===== src/rtl/control_seq_pkg.sv =====
// rtl/control_seq_pkg.sv - shared state encoding and fixed field codes for the nic8 control sequencer
package control_seq_pkg;

    typedef enum logic [2:0] {
        FETCH,
        EXEC,
        MEM,
        HALT,
        FAULT
    } state_t;

    localparam int DEST_PC  = 1;
    localparam int DEST_MEM = 5;
    localparam int SRC_IMM  = 0;
    localparam int SRC_ZERO = 1;
    localparam int SRC_RAM  = 5;
    localparam int SRC_ALU  = 6;
    localparam int OP_HALT  = 0;

endpackage


===== src/rtl/control_decode.sv =====
// rtl/control_decode.sv - combinational IR field split, one-hot expansion and jump evaluation
module control_decode
    import control_seq_pkg::*;
#(
    parameter int DEST_W = 3,
    parameter int SRC_W  = 3
) (
    input  logic [DEST_W+SRC_W+1:0] ir,
    input  logic                    a_is_zero,
    input  logic                    carry_flag,
    output logic [DEST_W-1:0]       dest,
    output logic [SRC_W-1:0]        src,
    output logic                    jz,
    output logic [2**DEST_W-1:0]    dest_onehot,
    output logic [2**SRC_W-1:0]     src_onehot,
    output logic                    is_mem,
    output logic                    is_halt,
    output logic                    is_nop,
    output logic                    jump_taken
);

    localparam int IR_W = DEST_W + SRC_W + 2;
    localparam int DN   = 2**DEST_W;
    localparam int SN   = 2**SRC_W;

    logic jc;

    assign {jc, dest, jz, src} = ir;

    assign dest_onehot = DN'(1) << dest;
    assign src_onehot  = SN'(1) << src;

    assign is_mem  = (src == SRC_W'(SRC_RAM)) || (dest == DEST_W'(DEST_MEM));
    assign is_halt = (ir == IR_W'(OP_HALT));
    assign is_nop  = (dest == '0);

    // Neither condition bit set means an unconditional jump.
    assign jump_taken = (jz & a_is_zero) | (jc & carry_flag) | (~jz & ~jc);

endmodule


===== src/rtl/control_seq.sv =====
// rtl/control_seq.sv - nic8 FETCH/EXEC control sequencer; CONTROL_SEQ_RETIRE_EN enables the retired counter
module control_seq
    import control_seq_pkg::*;
#(
    parameter int DEST_W       = 3,
    parameter int SRC_W        = 3,
    parameter int MEM_WAIT_MAX = 15,
    parameter int RETIRE_W     = 16
) (
    input  logic                    clk,
    input  logic                    reset,
    input  logic [DEST_W+SRC_W+1:0] ir_bus,
    input  logic                    a_is_zero,
    input  logic                    carry_in,
    input  logic                    mem_ready,
    output logic                    ir_load,
    output logic                    pc_inc,
    output logic [2**DEST_W-1:0]    dest_we,
    output logic [2**SRC_W-1:0]     src_oe,
    output logic                    alu_sub,
    output logic                    mem_req,
    output logic                    carry_flag,
    output logic                    halted,
    output logic                    fault,
    output logic [RETIRE_W-1:0]     retired
);

    localparam int IR_W   = DEST_W + SRC_W + 2;
    localparam int WAIT_W = (MEM_WAIT_MAX > 0) ? $clog2(MEM_WAIT_MAX + 1) : 1;
    localparam logic [WAIT_W:0] WAIT_LIMIT = (WAIT_W+1)'(MEM_WAIT_MAX);

    state_t              state_q, state_d;
    logic [IR_W-1:0]     ir_q;
    logic                carry_q;
    logic [WAIT_W-1:0]   wait_q, wait_d;
    logic [WAIT_W:0]     wait_next;

    logic [DEST_W-1:0]   dest;
    logic [SRC_W-1:0]    src;
    logic                jz, is_mem, is_halt, is_nop, jump_taken;
    logic [2**DEST_W-1:0] dest_onehot;
    logic [2**SRC_W-1:0]  src_onehot;

    logic                 ir_load_c, pc_inc_c, alu_sub_c, mem_req_c, halted_c, fault_c, complete;
    logic [2**DEST_W-1:0] dest_we_c;
    logic [2**SRC_W-1:0]  src_oe_c;

    control_decode #(.DEST_W(DEST_W), .SRC_W(SRC_W)) u_decode (
        .ir          (ir_q),
        .a_is_zero   (a_is_zero),
        .carry_flag  (carry_q),
        .dest        (dest),
        .src         (src),
        .jz          (jz),
        .dest_onehot (dest_onehot),
        .src_onehot  (src_onehot),
        .is_mem      (is_mem),
        .is_halt     (is_halt),
        .is_nop      (is_nop),
        .jump_taken  (jump_taken)
    );

    assign wait_next = {1'b0, wait_q} + 1'b1;

    always_comb begin
        state_d   = state_q;
        wait_d    = wait_q;
        ir_load_c = 1'b0;
        pc_inc_c  = 1'b0;
        alu_sub_c = 1'b0;
        mem_req_c = 1'b0;
        halted_c  = 1'b0;
        fault_c   = 1'b0;
        complete  = 1'b0;
        dest_we_c = '0;
        src_oe_c  = '0;
        case (state_q)
            FETCH: begin
                ir_load_c = 1'b1;
                pc_inc_c  = 1'b1;
                state_d   = EXEC;
            end
            EXEC: begin
                if (is_halt) begin
                    complete = 1'b1;
                    state_d  = HALT;
                end else begin
                    alu_sub_c = jz;
                    pc_inc_c  = (src == SRC_W'(SRC_IMM));
                    src_oe_c  = is_nop ? '0 : src_onehot;
                    if (is_mem) begin
                        mem_req_c = 1'b1;
                        wait_d    = '0;
                        complete  = mem_ready;
                        state_d   = mem_ready ? FETCH : MEM;
                    end else begin
                        complete = 1'b1;
                        state_d  = FETCH;
                    end
                end
            end
            MEM: begin
                alu_sub_c = jz;
                mem_req_c = 1'b1;
                src_oe_c  = is_nop ? '0 : src_onehot;
                // A ready on the final wait cycle still wins over the timeout.
                if (mem_ready) begin
                    complete = 1'b1;
                    state_d  = FETCH;
                end else if (MEM_WAIT_MAX != 0 && wait_next == WAIT_LIMIT) begin
                    state_d = FAULT;
                end else begin
                    wait_d = wait_next[WAIT_W-1:0];
                end
            end
            HALT:    halted_c = 1'b1;
            FAULT:   fault_c  = 1'b1;
            default: state_d  = FETCH;
        endcase
        if (complete && !is_nop && !(dest == DEST_W'(DEST_PC) && !jump_taken))
            dest_we_c = dest_onehot;
    end

    always_ff @(posedge clk) begin
        if (reset) begin
            state_q <= FETCH;
            ir_q    <= '0;
            carry_q <= 1'b0;
            wait_q  <= '0;
        end else begin
            state_q <= state_d;
            wait_q  <= wait_d;
            if (ir_load_c)
                ir_q <= ir_bus;
            if (complete && !is_nop && src == SRC_W'(SRC_ALU))
                carry_q <= carry_in;
        end
    end

    assign ir_load    = ~reset & ir_load_c;
    assign pc_inc     = ~reset & pc_inc_c;
    assign alu_sub    = ~reset & alu_sub_c;
    assign mem_req    = ~reset & mem_req_c;
    assign carry_flag = ~reset & carry_q;
    assign halted     = ~reset & halted_c;
    assign fault      = ~reset & fault_c;
    assign dest_we    = reset ? '0 : dest_we_c;
    assign src_oe     = reset ? '0 : src_oe_c;

`ifdef CONTROL_SEQ_RETIRE_EN
    logic [RETIRE_W-1:0] retired_q;

    always_ff @(posedge clk) begin
        if (reset)
            retired_q <= '0;
        else if (complete)
            retired_q <= retired_q + 1'b1;
    end

    assign retired = reset ? '0 : retired_q;
`else
    assign retired = '0;
`endif

endmodule


===== config.mk =====
export PLATFORM = sky130hd
export DESIGN_NAME = control_seq
export DESIGN_NICKNAME = d
export VERILOG_FILES = /design/src/rtl/control_seq_pkg.sv /design/src/rtl/control_decode.sv /design/src/rtl/control_seq.sv
export SDC_FILE = /design/constraint.sdc
export NUM_CORES = 1
export LEC_CHECK = 0
export CAP_MARGIN = 10
export CORE_MARGIN = 10
export CORE_UTILIZATION = 39
export DETAILED_ROUTE_END_ITERATION = 10
export GPL_ROUTABILITY_DRIVEN = 0
export GPL_TIMING_DRIVEN = 0
export PLACE_DENSITY = 0.74
export SLEW_MARGIN = 25
export SYNTH_ARGS = -nofsm -noshare
export SYNTH_HDL_FRONTEND = slang
export SYNTH_SLANG_ARGS = --single-unit

===== constraint.sdc =====
create_clock -name clk -period 1.9 [get_ports clk]
set_input_delay 0.38 -clock clk [delete_from_list [all_inputs] [get_ports clk]]
set_output_delay 0.38 -clock clk [all_outputs]
set_load 0.02 [all_outputs]

Figure 1. Cell classes on the final placement.
(4 px per um) Fill, decap, tap and diode cells in grey.
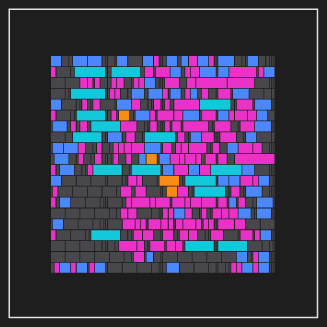
legend:
  remaining buffers and delay cells:
    colour: blue
    cells: 65
  registers:
    colour: cyan
    cells: 16
  remaining logic cells:
    colour: magenta
    cells: 148
  clock drivers and dummy loads:
    colour: orange
    cells: 4
design area: 0.00193 sq mm
Seq/total area: 17.2%
Std-Cell Rows: 20

Figure 2. The clock network.
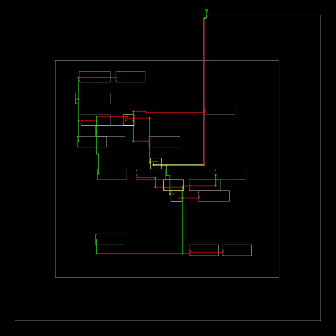
P_clk: 0.235 mW
CTS Buf Count: 3

==> impl_metrics.toml <==
# flow metrics
[routing]
wl_mm = 3.80
wl_per_cell_um = 13.7
vias = 1347
met2_length_mm = 1.88

[final_layout]
final-clk-cell-share_pct = 1.88
fin_nets = 249
comb_cells = 143
largest_reg_flops = 8
nNonClkInverters = 5
combAreaFraction_pct = 49.0

[final_timing]
setup_ws_ns = -0.549
holdWs_ns = 0.477
finalSetupViolCount = 16
rsz0062_at_grt = "true"

[setup_path]
required_ns = 1.52
critical_path_class = "reg -> out"
crit_start = "ir_q[5]$_SDFFE_PP0P_"
worst_path_max_delay_cell = "or3b_4"
crit_end = "dest_we[6]"
path_cells = "and3b_2 > o32a_1 > or3b_4 > nor3b_4 > buf_6"

[synth]
syn_area_sq_mm = 0.00125
postSynthAreaPerCell_sq_um = 7.21
async_flop_share_pct = 0
yosysMostFrequentCell = "nand2_1"
ys_top_logic_family = "simple AND/OR/NAND/NOR gates"

[floorplan]
core_area_sq_mm = 0.00305
ios = 52

[grt]
grt_use_met3_pct = 2.21
grt_pass1_wl_mm = 6.27

[power_and_ir_drop]
seq-power_mw = 0.416
top_power_group = "combinational cells"
pg_comb_mw = 0.493
total_power_mw = 1.14
leakage_nw = 0.807

[clocking]
hold_buffers = 0
clock-root-buffer = "clkbuf_4"
post_cts_resized = 131
cts_tree = "done"

[run_status]
status = "finished with violations"
failed_checks = "negative setup slack"

[place]
dpl-instance-area_sq_mm = 0.00175
Figure 3. Pin placement.
(4 px per um) Pins as bars across the die edge, other pins in grey.
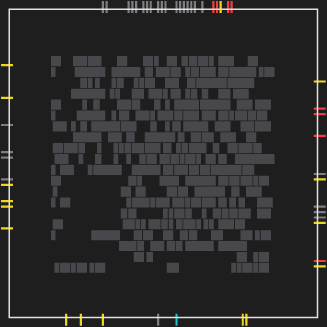
legend:
  retired:
    colour: yellow
    pins: 16
    direction: output
    edge: 6 west, 5 south, 4 east, 1 north
  dest_we:
    colour: red
    pins: 8
    direction: output
    edge: 4 east, 4 north
  halted:
    colour: cyan
    pins: 1
    direction: output
    edge: south
all pins by edge: 23 north, 12 east, 10 west, 7 south
quantity of I/O buffers inserted on ports: 34
Vert. Die Dim: 76.7 um

Figure 4. Clock distribution.
(8 px per um)
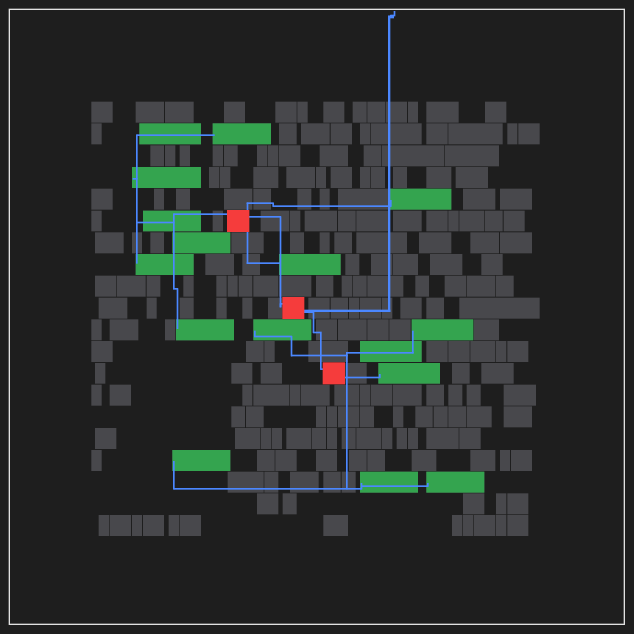
legend:
  clock wires:
    colour: blue
    length: 249 um
  flip-flops:
    colour: green
    count: 16
  clock-net drivers:
    colour: red
    count: 3
routed clock nets: 4
clk_skew: 0.00254 ns
Clock Latency Late Sink: 0.29 ns
Clock power frac: 20.6%

Power figures rest on the tool's default switching activity, not on a simulated workload.
